==> config.mk <==
export PLATFORM = sky130hd
export DESIGN_NAME = ps2_keycode_decoder_flat
export DESIGN_NICKNAME = d
export VERILOG_FILES = /design/src/rtl/ps2_keycode_decoder_pkg.sv /design/src/rtl/ps2_keycode_decoder_if.sv /design/src/rtl/ps2_keycode_decoder_fifo.sv /design/src/rtl/ps2_keycode_decoder.sv /design/src/flat_wrapper.sv
export SDC_FILE = /design/constraint.sdc
export NUM_CORES = 1
export LEC_CHECK = 0
export ABC_AREA = 1
export CORE_ASPECT_RATIO = 1.5
export CORE_MARGIN = 2
export CORE_UTILIZATION = 59
export DETAILED_ROUTE_END_ITERATION = 7
export PLACE_DENSITY = 0.79
export SYNTH_ARGS = -nofsm -noshare
export SYNTH_HDL_FRONTEND = slang
export SYNTH_SLANG_ARGS = --single-unit
export TNS_END_PERCENT = 100
==> constraint.sdc <==
create_clock -name clk -period 2.4 [get_ports clk]
set_input_delay 0.48 -clock clk [delete_from_list [all_inputs] [get_ports clk]]
set_output_delay 0.48 -clock clk [all_outputs]
set_load 0.02 [all_outputs]
==> src/rtl/ps2_keycode_decoder_pkg.sv <==
// Shared constants, FSM encoding and scancode-to-ASCII lookup for the PS/2 set-2 decoder.
package ps2_kbd_pkg;

   localparam logic [7:0] PS2_BRK    = 8'hF0;
   localparam logic [7:0] PS2_EXT    = 8'hE0;
   localparam logic [7:0] PS2_LSHIFT = 8'h12;
   localparam logic [7:0] PS2_RSHIFT = 8'h59;
   localparam logic [7:0] PS2_CAPS   = 8'h58;

   typedef enum logic [1:0] {
      IDLE    = 2'd0,
      BRK     = 2'd1,
      EXT     = 2'd2,
      EXT_BRK = 2'd3
   } ps2_state_e;

   // Returns {hit, ascii}. Letters are resolved to an alphabet index first so the
   // case selection is applied with a single add.
   function automatic logic [8:0] map_code(input logic [7:0] code,
                                           input logic       upper,
                                           input logic       ctrl_en);
      logic [4:0] idx;
      logic       is_letter;
      logic [8:0] res;
      idx       = 5'd0;
      is_letter = 1'b1;
      res       = 9'd0;
      case (code)
         8'h1C: idx = 5'd0;   8'h32: idx = 5'd1;   8'h21: idx = 5'd2;
         8'h23: idx = 5'd3;   8'h24: idx = 5'd4;   8'h2B: idx = 5'd5;
         8'h34: idx = 5'd6;   8'h33: idx = 5'd7;   8'h43: idx = 5'd8;
         8'h3B: idx = 5'd9;   8'h42: idx = 5'd10;  8'h4B: idx = 5'd11;
         8'h3A: idx = 5'd12;  8'h31: idx = 5'd13;  8'h44: idx = 5'd14;
         8'h4D: idx = 5'd15;  8'h15: idx = 5'd16;  8'h2D: idx = 5'd17;
         8'h1B: idx = 5'd18;  8'h2C: idx = 5'd19;  8'h3C: idx = 5'd20;
         8'h2A: idx = 5'd21;  8'h1D: idx = 5'd22;  8'h22: idx = 5'd23;
         8'h35: idx = 5'd24;  8'h1A: idx = 5'd25;
         default: is_letter = 1'b0;
      endcase
      if (is_letter) begin
         res = {1'b1, (upper ? 8'h41 : 8'h61) + {3'b000, idx}};
      end else begin
         case (code)
            8'h45: res = {1'b1, 8'h30};
            8'h16: res = {1'b1, 8'h31};
            8'h1E: res = {1'b1, 8'h32};
            8'h26: res = {1'b1, 8'h33};
            8'h25: res = {1'b1, 8'h34};
            8'h2E: res = {1'b1, 8'h35};
            8'h36: res = {1'b1, 8'h36};
            8'h3D: res = {1'b1, 8'h37};
            8'h3E: res = {1'b1, 8'h38};
            8'h46: res = {1'b1, 8'h39};
            8'h29: res = ctrl_en ? {1'b1, 8'h20} : 9'd0;
            8'h5A: res = ctrl_en ? {1'b1, 8'h0D} : 9'd0;
            8'h66: res = ctrl_en ? {1'b1, 8'h08} : 9'd0;
            default: res = 9'd0;
         endcase
      end
      return res;
   endfunction

endpackage

==> src/rtl/ps2_keycode_decoder_if.sv <==
// Scancode input stream, ASCII output stream and status signals of the keycode decoder.
interface ps2_keycode_decoder_if;
   logic       code_valid;
   logic [7:0] code_in;
   logic       ascii_valid;
   logic [7:0] ascii_out;
   logic       ascii_ready;
   logic       shift_o;
   logic       caps_o;
   logic       overflow;
   logic       ovf_clr;

   modport master (
      output code_valid, code_in, ascii_ready, ovf_clr,
      input  ascii_valid, ascii_out, shift_o, caps_o, overflow
   );

   modport slave (
      input  code_valid, code_in, ascii_ready, ovf_clr,
      output ascii_valid, ascii_out, shift_o, caps_o, overflow
   );
endinterface

==> src/rtl/ps2_keycode_decoder_fifo.sv <==
// Character FIFO: valid/ready read side, drops writes that arrive while full with no pop.
// DEPTH must be a power of two so the pointers wrap by natural overflow.
module ps2_char_fifo #(
   parameter int DEPTH  = 8,
   parameter int DATA_W = 8
) (
   input  logic              clk,
   input  logic              rst_n,
   input  logic              wr_en,
   input  logic [DATA_W-1:0] wr_data,
   output logic              rd_valid,
   output logic [DATA_W-1:0] rd_data,
   input  logic              rd_ready,
   output logic              full,
   output logic              drop
);
   localparam int            AW       = $clog2(DEPTH);
   localparam logic [AW:0]   CNT_FULL = (AW+1)'(DEPTH);

   logic [DATA_W-1:0] mem [DEPTH];
   logic [AW-1:0]     wr_ptr;
   logic [AW-1:0]     rd_ptr;
   logic [AW:0]       count;
   logic              pop;
   logic              push;

   assign rd_valid = (count != '0);
   assign full     = (count == CNT_FULL);
   assign pop      = rd_valid && rd_ready;
   // A pop in the same cycle frees the slot, so a full FIFO still accepts the write.
   assign push     = wr_en && (!full || pop);
   assign drop     = wr_en && full && !pop;
   // Head is forced to zero when empty so the output is defined without resetting storage.
   assign rd_data  = rd_valid ? mem[rd_ptr] : '0;

   // Pointer and occupancy bookkeeping.
   always_ff @(posedge clk or negedge rst_n) begin
      if (!rst_n) begin
         wr_ptr <= '0;
         rd_ptr <= '0;
         count  <= '0;
      end else begin
         if (push) wr_ptr <= wr_ptr + AW'(1);
         if (pop)  rd_ptr <= rd_ptr + AW'(1);
         case ({push, pop})
            2'b10:   count <= count + (AW+1)'(1);
            2'b01:   count <= count - (AW+1)'(1);
            default: count <= count;
         endcase
      end
   end

   // Character storage; contents are only meaningful behind the occupancy count.
   always_ff @(posedge clk) begin
      if (push) mem[wr_ptr] <= wr_data;
   end

endmodule

==> src/rtl/ps2_keycode_decoder.sv <==
// PS/2 set-2 scancode decoder: prefix FSM, Shift/Caps tracking, one-stage
// lookup register feeding a buffered ASCII character FIFO.
module ps2_keycode_decoder
   import ps2_kbd_pkg::*;
#(
   parameter int FIFO_DEPTH = 8,
   parameter bit LOWER_EN   = 1'b1,
   parameter bit CTRL_EN    = 1'b1
) (
   input  logic             clk,
   input  logic             rst_n,
   ps2_keycode_decoder_if.slave bus
);

   ps2_state_e st_q;
   ps2_state_e st_d;
   logic       is_make;
   logic       is_brk;
   logic       lshift_q;
   logic       rshift_q;
   logic       caps_q;
   logic       upper;
   logic [8:0] map_r;
   logic       vld_p0;
   logic [7:0] char_p0;
   logic       fifo_full;
   logic       fifo_drop;
   logic       ovf_q;

   // Prefix state register.
   always_ff @(posedge clk or negedge rst_n) begin
      if (!rst_n) st_q <= IDLE;
      else        st_q <= st_d;
   end

   // Next prefix state and classification of the incoming byte as make or break.
   always_comb begin
      st_d    = st_q;
      is_make = 1'b0;
      is_brk  = 1'b0;
      if (bus.code_valid) begin
         case (st_q)
            IDLE: begin
               if (bus.code_in == PS2_BRK)      st_d = BRK;
               else if (bus.code_in == PS2_EXT) st_d = EXT;
               else                             is_make = 1'b1;
            end
            BRK: begin
               is_brk = 1'b1;
               st_d   = IDLE;
            end
            EXT:     st_d = (bus.code_in == PS2_BRK) ? EXT_BRK : IDLE;
            EXT_BRK: st_d = IDLE;
            default: st_d = IDLE;
         endcase
      end
   end

   // Shift flags follow make/release; Caps Lock toggles on every make, repeats included.
   always_ff @(posedge clk or negedge rst_n) begin
      if (!rst_n) begin
         lshift_q <= 1'b0;
         rshift_q <= 1'b0;
         caps_q   <= 1'b0;
      end else if (is_make) begin
         if (bus.code_in == PS2_LSHIFT) lshift_q <= 1'b1;
         if (bus.code_in == PS2_RSHIFT) rshift_q <= 1'b1;
         if (bus.code_in == PS2_CAPS)   caps_q   <= ~caps_q;
      end else if (is_brk) begin
         if (bus.code_in == PS2_LSHIFT) lshift_q <= 1'b0;
         if (bus.code_in == PS2_RSHIFT) rshift_q <= 1'b0;
      end
   end

   // Lookup uses the modifier state from before this edge.
   assign upper = !LOWER_EN || ((lshift_q | rshift_q) ^ caps_q);
   assign map_r = map_code(bus.code_in, upper, CTRL_EN);

   // ---- stage p0: mapped character registered at the sampling edge ----
   // Lookup valid; only mapped make codes produce a character.
   always_ff @(posedge clk or negedge rst_n) begin
      if (!rst_n) vld_p0 <= 1'b0;
      else        vld_p0 <= is_make && map_r[8];
   end

   // Lookup data, qualified by vld_p0.
   always_ff @(posedge clk) begin
      char_p0 <= map_r[7:0];
   end

   // ---- stage p1: character written into the FIFO ----
   ps2_char_fifo #(
      .DEPTH  (FIFO_DEPTH),
      .DATA_W (8)
   ) u_fifo (
      .clk      (clk),
      .rst_n    (rst_n),
      .wr_en    (vld_p0),
      .wr_data  (char_p0),
      .rd_valid (bus.ascii_valid),
      .rd_data  (bus.ascii_out),
      .rd_ready (bus.ascii_ready),
      .full     (fifo_full),
      .drop     (fifo_drop)
   );

   // Sticky overflow; a new drop outranks a simultaneous clear.
   always_ff @(posedge clk or negedge rst_n) begin
      if (!rst_n)           ovf_q <= 1'b0;
      else if (fifo_drop)   ovf_q <= 1'b1;
      else if (bus.ovf_clr) ovf_q <= 1'b0;
   end

   assign bus.shift_o  = lshift_q | rshift_q;
   assign bus.caps_o   = caps_q;
   assign bus.overflow = ovf_q;

endmodule
==> src/flat_wrapper.sv <==
// flat-port wrapper written by rule: the top's interface ports become plain ports
module ps2_keycode_decoder_flat import ps2_kbd_pkg::*;
#(
   parameter int FIFO_DEPTH = 8,
   parameter bit LOWER_EN   = 1'b1,
   parameter bit CTRL_EN    = 1'b1
)
  (clk, rst_n, bus_code_valid, bus_code_in, bus_ascii_ready, bus_ovf_clr, bus_ascii_valid, bus_ascii_out, bus_shift_o, bus_caps_o, bus_overflow);
  ps2_keycode_decoder_if bus_i ();
  input  logic clk;
  input  logic rst_n;
  input wire logic [$bits(bus_i.code_valid)-1:0] bus_code_valid;
  input wire logic [$bits(bus_i.code_in)-1:0] bus_code_in;
  input wire logic [$bits(bus_i.ascii_ready)-1:0] bus_ascii_ready;
  input wire logic [$bits(bus_i.ovf_clr)-1:0] bus_ovf_clr;
  output wire logic [$bits(bus_i.ascii_valid)-1:0] bus_ascii_valid;
  output wire logic [$bits(bus_i.ascii_out)-1:0] bus_ascii_out;
  output wire logic [$bits(bus_i.shift_o)-1:0] bus_shift_o;
  output wire logic [$bits(bus_i.caps_o)-1:0] bus_caps_o;
  output wire logic [$bits(bus_i.overflow)-1:0] bus_overflow;
  assign bus_i.code_valid = bus_code_valid;
  assign bus_i.code_in = bus_code_in;
  assign bus_i.ascii_ready = bus_ascii_ready;
  assign bus_i.ovf_clr = bus_ovf_clr;
  assign bus_ascii_valid = bus_i.ascii_valid;
  assign bus_ascii_out = bus_i.ascii_out;
  assign bus_shift_o = bus_i.shift_o;
  assign bus_caps_o = bus_i.caps_o;
  assign bus_overflow = bus_i.overflow;
  ps2_keycode_decoder #(.FIFO_DEPTH(FIFO_DEPTH), .LOWER_EN(LOWER_EN), .CTRL_EN(CTRL_EN)) u_core (.clk(clk), .rst_n(rst_n), .bus(bus_i));
endmodule
==> run_1/cell_classes.png <==
Fill, decap, tap and diode cells in grey.
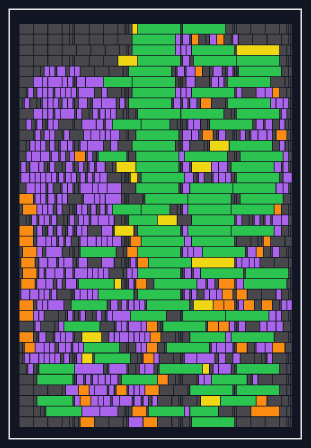
| colour | class | cells | share of their area |
|---|---|---|---|
| green | flops | 89 | 50% |
| yellow | clock drivers and dummy loads | 16 | 4.2% |
| orange | other buffers and delay cells | 52 | 8.6% |
| purple | all other logic | 379 | 37% |

==> run_1/met2.png <==
Cells faint in the background.
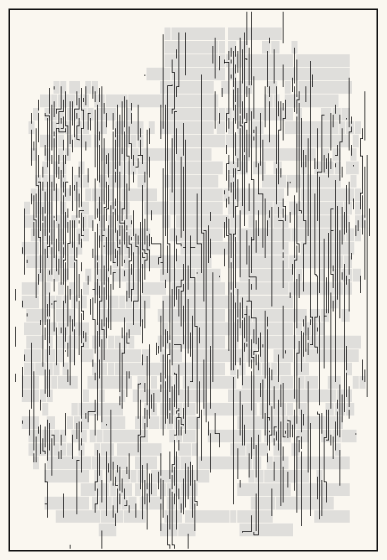
share of all routed wire: 55%
longest straight run: 59.5 um
nets with wire on the layer: 455
main direction: vertical

==> run_1/final_placement.png <==
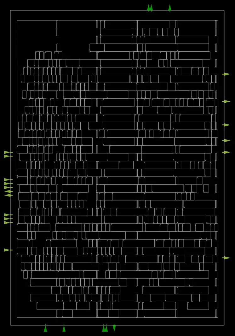
Seq/total area: 49.2%
Tapcell Cnt: 100
FP Rows: 38
fin util: 70.6%
Cell Count, Final, Fillers Out: 636

==> run_1/met3.png <==
Bar = 20 um.
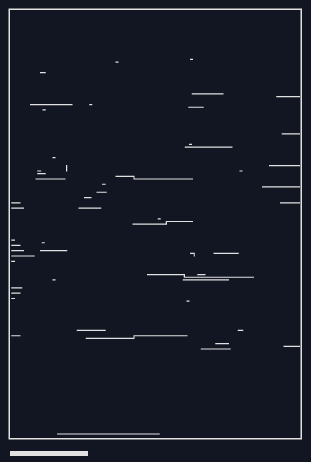
share of all routed wire: 3.1%
nets with wire on the layer: 40
via count: 3,429
DRT Wirelength: 9070 um
met3 Use GR: 4.12%

-- run 1: power groups by stage --
| stage | registers, mW | logic, mW | clock network (mW) |
|---|---|---|---|
| final | 1.88 | 1.86 | 1.06 |
| after global routing | 1.90 | 2.07 | 1.14 |
| after detailed placement | 1.91 | 1.98 | 0 |
| after global placement | 1.90 | 1.94 | 0 |
| after CTS | 1.88 | 1.89 | 1.08 |
| after floorplan | 1.90 | 1.17 | 0 |
-- run 1: worst max-delay path, stage by stage, from the launching register on --
cell,delay (ns)
dfrtp_1,0.41
inv_1,0.11
buf_6,0.18
o21ai_0,0.10
o22ai_1,0.14
o21ai_0,0.11
a31oi_1,0.17
clkbuf_2,0.19
==> flow_summary.toml, run 1 <==
# generated from flow reports
[job]
max-cap-violations = 0
warning_count = 27

[synthesis]
adder_share_pct = 2.17
ys_seq_elements = 89
syn_inst = 479
top_area_share_pct = 43.9
netlist_top_cells_count = "nor2_1 (96), nand2_1 (93), edfxtp_1 (64)"
top_cells_by_area = "edfxtp_1 (44%), dfrtp_1 (9.7%), nor2_1 (8.2%), nand2_1 (8.0%), o21ai_0 (5.6%)"
yosysTopAreaCell = "edfxtp_1"
fp_nets = 499
synth-main-ff-cell = "edfxtp_1"
ys_sh_aoi_pct = 9.51
yosys.cell_types.count = 35
synthTopLogicFamily = "simple AND/OR/NAND/NOR gates"
most_common_cell = "nor2_1"
synth_area_mm2 = 0.00438
simple_gate_share_pct = 24.7
synth-edff-count = 64
yosys_area_mm2 = 0.00438
synthArstFlopShare_pct = 19.1
yosysWarnings = 0
yosys_cells = 479
synth_area_per_cell_um2 = 9.15
postSynthSeqShare_pct = 57.2
xor_share_pct = 1.40
ys_sh_mux_pct = 0

[layout]
lay_top_cells = "nor2_1 (96), nand2_1 (93), edfxtp_1 (64)"
antenna_cells = 0
largest_reg_flops = 64
buffers = 52
regArea_mm2 = 0.00251
regMostFlops = "u_core.u_fifo.mem"
areaGrowthSynthToFinish_pct = 16.4
layout_top_cell = "nor2_1"
layout-drive-gt1-share_pct = 17.5
nonClkBufAreaFrac_pct = 8.39
sh_comb_area_pct = 32.6
clk_share_pct = 4.12
logic_gate_count = 335
comb_area_mm2 = 0.00166
stdcell_area_mm2 = 0.00510
flop-count = 89
largestRegisters = "u_core.u_fifo.mem (64), u_core.char_p0 (8), u_core.u_fifo.count (4)"
nClkBuffers = 10
fillers = 560
largest_class = "registers"
inverters = 44
finalNetCount = 551

[global_route]
grt_pass1_wl_um = 14700
grt_pass1_vias = 3354
antenna_found_initial = 0
grt_use_met1_pct = 24.7
top_usage_layer = "met2"
grtUsageTotal_pct = 24.4
use_met2_pct = 45.5
overflow = 0
grt_start_max_net_pins = 18

[floorplanning]
die_height_um = 110
core_area_mm2 = 0.00723
pin_count = 25
fp.dieW_um = 74.4
fp_util_pct = 60.6
chip_area_mm2 = 0.00815

[power]
swShare_pct = 35.6
power_switching_mw = 1.71
power_mw = 4.81
p_leak_nw = 2.20
pwr-share-comb_pct = 38.8
pwr-share-seq_pct = 39.2
clock_power_share_pct = 22.1
ir_drop_mv = 0.502
intPower_mw = 3.10
power_density_mw_per_mm2 = 943

[clock_tree]
cts_buffers = 9
cts_setup_buffers = 0
root_buffer = "clkbuf_8"
cts_sinks = 89
hold_buffers = 0
cts_resized = 12
clock_latency_ns = 0.35
cts_buffer_depth = 2
clk_pin_slew_ns = 0.08
tritoncts = "yes"
htreeDepth = 3

[detailed_routing]
wl_met1_um = 3430
ant_nets = 0
top_layer_used = "met4"
wl_per_cell_um = 14.3
drcViolationCount = 0
wl_met2_um = 5020
viasPerCell = 5.39
first_iter_violations = 240
met3_length_um = 282
dr.pass1.iters = 4

[sta]
maxSlewViolCount = 0
worst_pin_slew_ns = 0.796
holdWs_ns = 0.527
setup_viol = 0
fin_worst_skew_ns = 0.00830
fmax_mhz = 449
hold_viol = 0
tns_ns = 0
min_period_ns = 2.23
finalWorstSetupSlack_ns = 0.172
relSlewSlack_pct = 46.8
post-route-period-util_pct = 92.8
rsz0062_at_grt = "false"

[placement]
place_area_mm2 = 0.00492
place_hpwl_um = 6760
dp_slack_ns = -0.0501
place.detailed.instances = 620
portBuffers = 24
gp_congestion = 0.895

[worst_setup_path]
worstSetupPathType = "reg -> out"
ff2ff_path_depth = 11
worst_ep_required_time_ns = 1.92
crit_arrival_ns = 1.75
rrSetupSlack_ns = 0.27
endpoint = "bus_ascii_out[6]"
path_max_fanout = 17
crit_path_end_kind = "output pin"
crit_start = "u_core.u_fifo.rd_ptr[0]"
regToRegEndpoint = "u_core.u_fifo.count[3]"
r2r_start = "u_core.u_fifo.count[1]"
start_kind = "register"

[min_path]
hold_path_class = "reg -> reg"
hp-start = "u_core.u_fifo.count[3]"
holdPathStages = 1
min_to = "u_core.u_fifo.count[3]"

[status]
outcome = "completed"
==> inputs of run 2 (changes only) <==
- CAP_MARGIN: default -> 20
- GPL_ROUTABILITY_DRIVEN: default -> 1
- HOLD_SLACK_MARGIN: default -> 0.02
==> run_2/met2.png <==
Cells faint in the background.
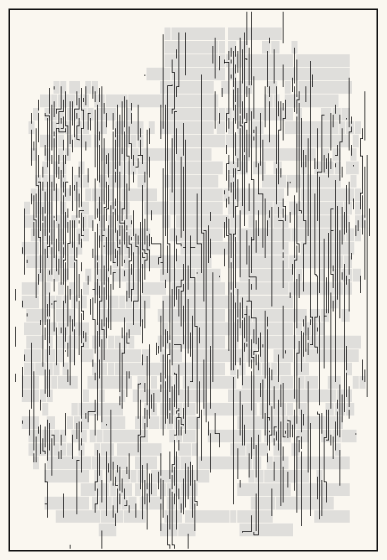
longest straight run: 59.5 um
main direction: vertical
nets with wire on the layer: 455

==> run_2/final_placement.png <==
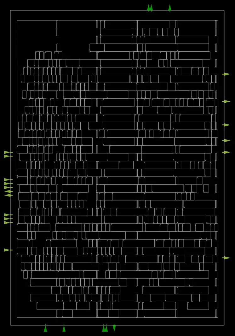
# fillers: 560
registers: 89
core area: 0.00723 mm2

==> flow_summary.toml, run 2 <==
# generated from flow reports
[status]
outcome = "completed"

[layout]
stdcell_area_mm2 = 0.00510
finalNetCount = 551
layout-drive-gt1-share_pct = 17.5
largestRegisters = "u_core.u_fifo.mem (64), u_core.char_p0 (8), u_core.u_fifo.count (4)"
regArea_mm2 = 0.00251
antenna_cells = 0
post-route-util_pct = 70.6
layout_top_cell = "nor2_1"
areaGrowthSynthToFinish_pct = 16.4
regMostFlops = "u_core.u_fifo.mem"
comb_area_mm2 = 0.00166
largest_reg_flops = 64
lay_top_cells = "nor2_1 (96), nand2_1 (93), edfxtp_1 (64)"
final_cells = 636

[global_route]
met3_usage_pct = 4.12
grt_use_met1_pct = 24.7
use_met2_pct = 45.5
grtUsageTotal_pct = 24.4
grt_start_max_net_pins = 18
overflow = 0
antenna_found_initial = 0
grt_pass1_wl_um = 14700
grt_pass1_vias = 3354
top_usage_layer = "met2"

[synthesis]
synthArstFlopShare_pct = 19.1
yosysWarnings = 0
top_area_share_pct = 43.9
yosysTopAreaCell = "edfxtp_1"
top_cells_by_area = "edfxtp_1 (44%), dfrtp_1 (9.7%), nor2_1 (8.2%), nand2_1 (8.0%), o21ai_0 (5.6%)"
syn_inst = 479
ys_sh_mux_pct = 0
synth-main-ff-cell = "edfxtp_1"
fp_nets = 499
simple_gate_share_pct = 24.7
most_common_cell = "nor2_1"
synth-edff-count = 64
ys_seq_elements = 89
postSynthSeqShare_pct = 57.2
yosys_area_mm2 = 0.00438
synth_area_per_cell_um2 = 9.15
xor_share_pct = 1.40
ys_sh_aoi_pct = 9.51
synth_area_mm2 = 0.00438
netlist_top_cells_count = "nor2_1 (96), nand2_1 (93), edfxtp_1 (64)"
yosys.cell_types.count = 35
adder_share_pct = 2.17
synthTopLogicFamily = "simple AND/OR/NAND/NOR gates"
yosys_cells = 479

[clock_tree]
hold_buffers = 0
clk_pin_slew_ns = 0.08
cts_buffers = 9
htreeDepth = 3
cts_resized = 12
cts_setup_buffers = 0
tritoncts = "yes"
cts_sinks = 89
clock_latency_ns = 0.35
root_buffer = "clkbuf_8"
cts_buffer_depth = 2

[sta]
finalWorstSetupSlack_ns = 0.172
setup_viol = 0
tns_ns = 0
fmax_mhz = 449
relSlewSlack_pct = 46.8
min_period_ns = 2.23
maxSlewViolCount = 0
fin_worst_skew_ns = 0.00830
hold_viol = 0
rsz0062_at_grt = "false"
holdWs_ns = 0.527
post-route-period-util_pct = 92.8
worst_pin_slew_ns = 0.796

[placement]
portBuffers = 24
place.detailed.instances = 620
gp_congestion = 0.895
place_hpwl_um = 6760
dp_slack_ns = -0.0501
place_area_mm2 = 0.00492

[power]
power_mw = 4.81
p_leak_nw = 2.20
power_density_mw_per_mm2 = 943
ir_drop_mv = 0.502

[detailed_routing]
wl_per_cell_um = 14.3
dr_total_vias = 3429
first_iter_violations = 240
met3_length_um = 282
top_layer_used = "met4"
ant_nets = 0
wl_met1_um = 3430
drcViolationCount = 0
totalWireLength_um = 9070
wl_met2_um = 5020
dr.pass1.iters = 4
viasPerCell = 5.39

[worst_setup_path]
r2r_start = "u_core.u_fifo.count[1]"
regToRegEndpoint = "u_core.u_fifo.count[3]"
ff2ff_path_depth = 11
crit_path_end_kind = "output pin"
rrSetupSlack_ns = 0.27
start_kind = "register"
crit_arrival_ns = 1.75
endpoint = "bus_ascii_out[6]"
path_max_fanout = 17
worst_ep_required_time_ns = 1.92
crit_start = "u_core.u_fifo.rd_ptr[0]"
worstSetupPathType = "reg -> out"

[job]
max-cap-violations = 0
warning_count = 27

[floorplanning]
num_rows = 38
pin_count = 25
fp.dieW_um = 74.4
fp_util_pct = 60.6
chip_area_mm2 = 0.00815
die_height_um = 110

[min_path]
hold_path_class = "reg -> reg"
min_to = "u_core.u_fifo.count[3]"
hp-start = "u_core.u_fifo.count[3]"
holdPathStages = 1
==> run_2/met3.png <==
Bar = 20 um.
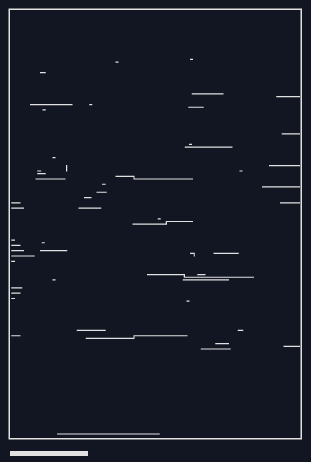
nets with wire on the layer: 40
share of all routed wire: 3.1%

==> run 2: cell counts after synthesis <==
No cell type changed its count.
==> run 2: cell type report <==
| type | instances | area share (%) |
|---|---|---|
| well taps | 100 | 2.45 |
| repair buffers | 52 | 8.39 |
| flip-flops and latches | 89 | 49.2 |
| clock buffers | 10 | 2.50 |
| inverters | 44 | 3.24 |
| clock inverters | 6 | 1.62 |
| multi-input cells | 335 | 32.6 |
==> run 2: where the power goes <==
group | switching (mW) | internal [mW]
logic | 1.13 | 0.737
clock network | 0.480 | 0.581
registers | 0.103 | 1.78
==> run 2: critical path, stage by stage (launching register included) <==
cell      delay [ns]
dfrtp_1         0.41
inv_1           0.11
buf_6           0.18
o21ai_0         0.10
o22ai_1         0.14
o21ai_0         0.11
a31oi_1         0.17
clkbuf_2        0.19
No activity file was given, so power comes from the tool's default toggle rates.
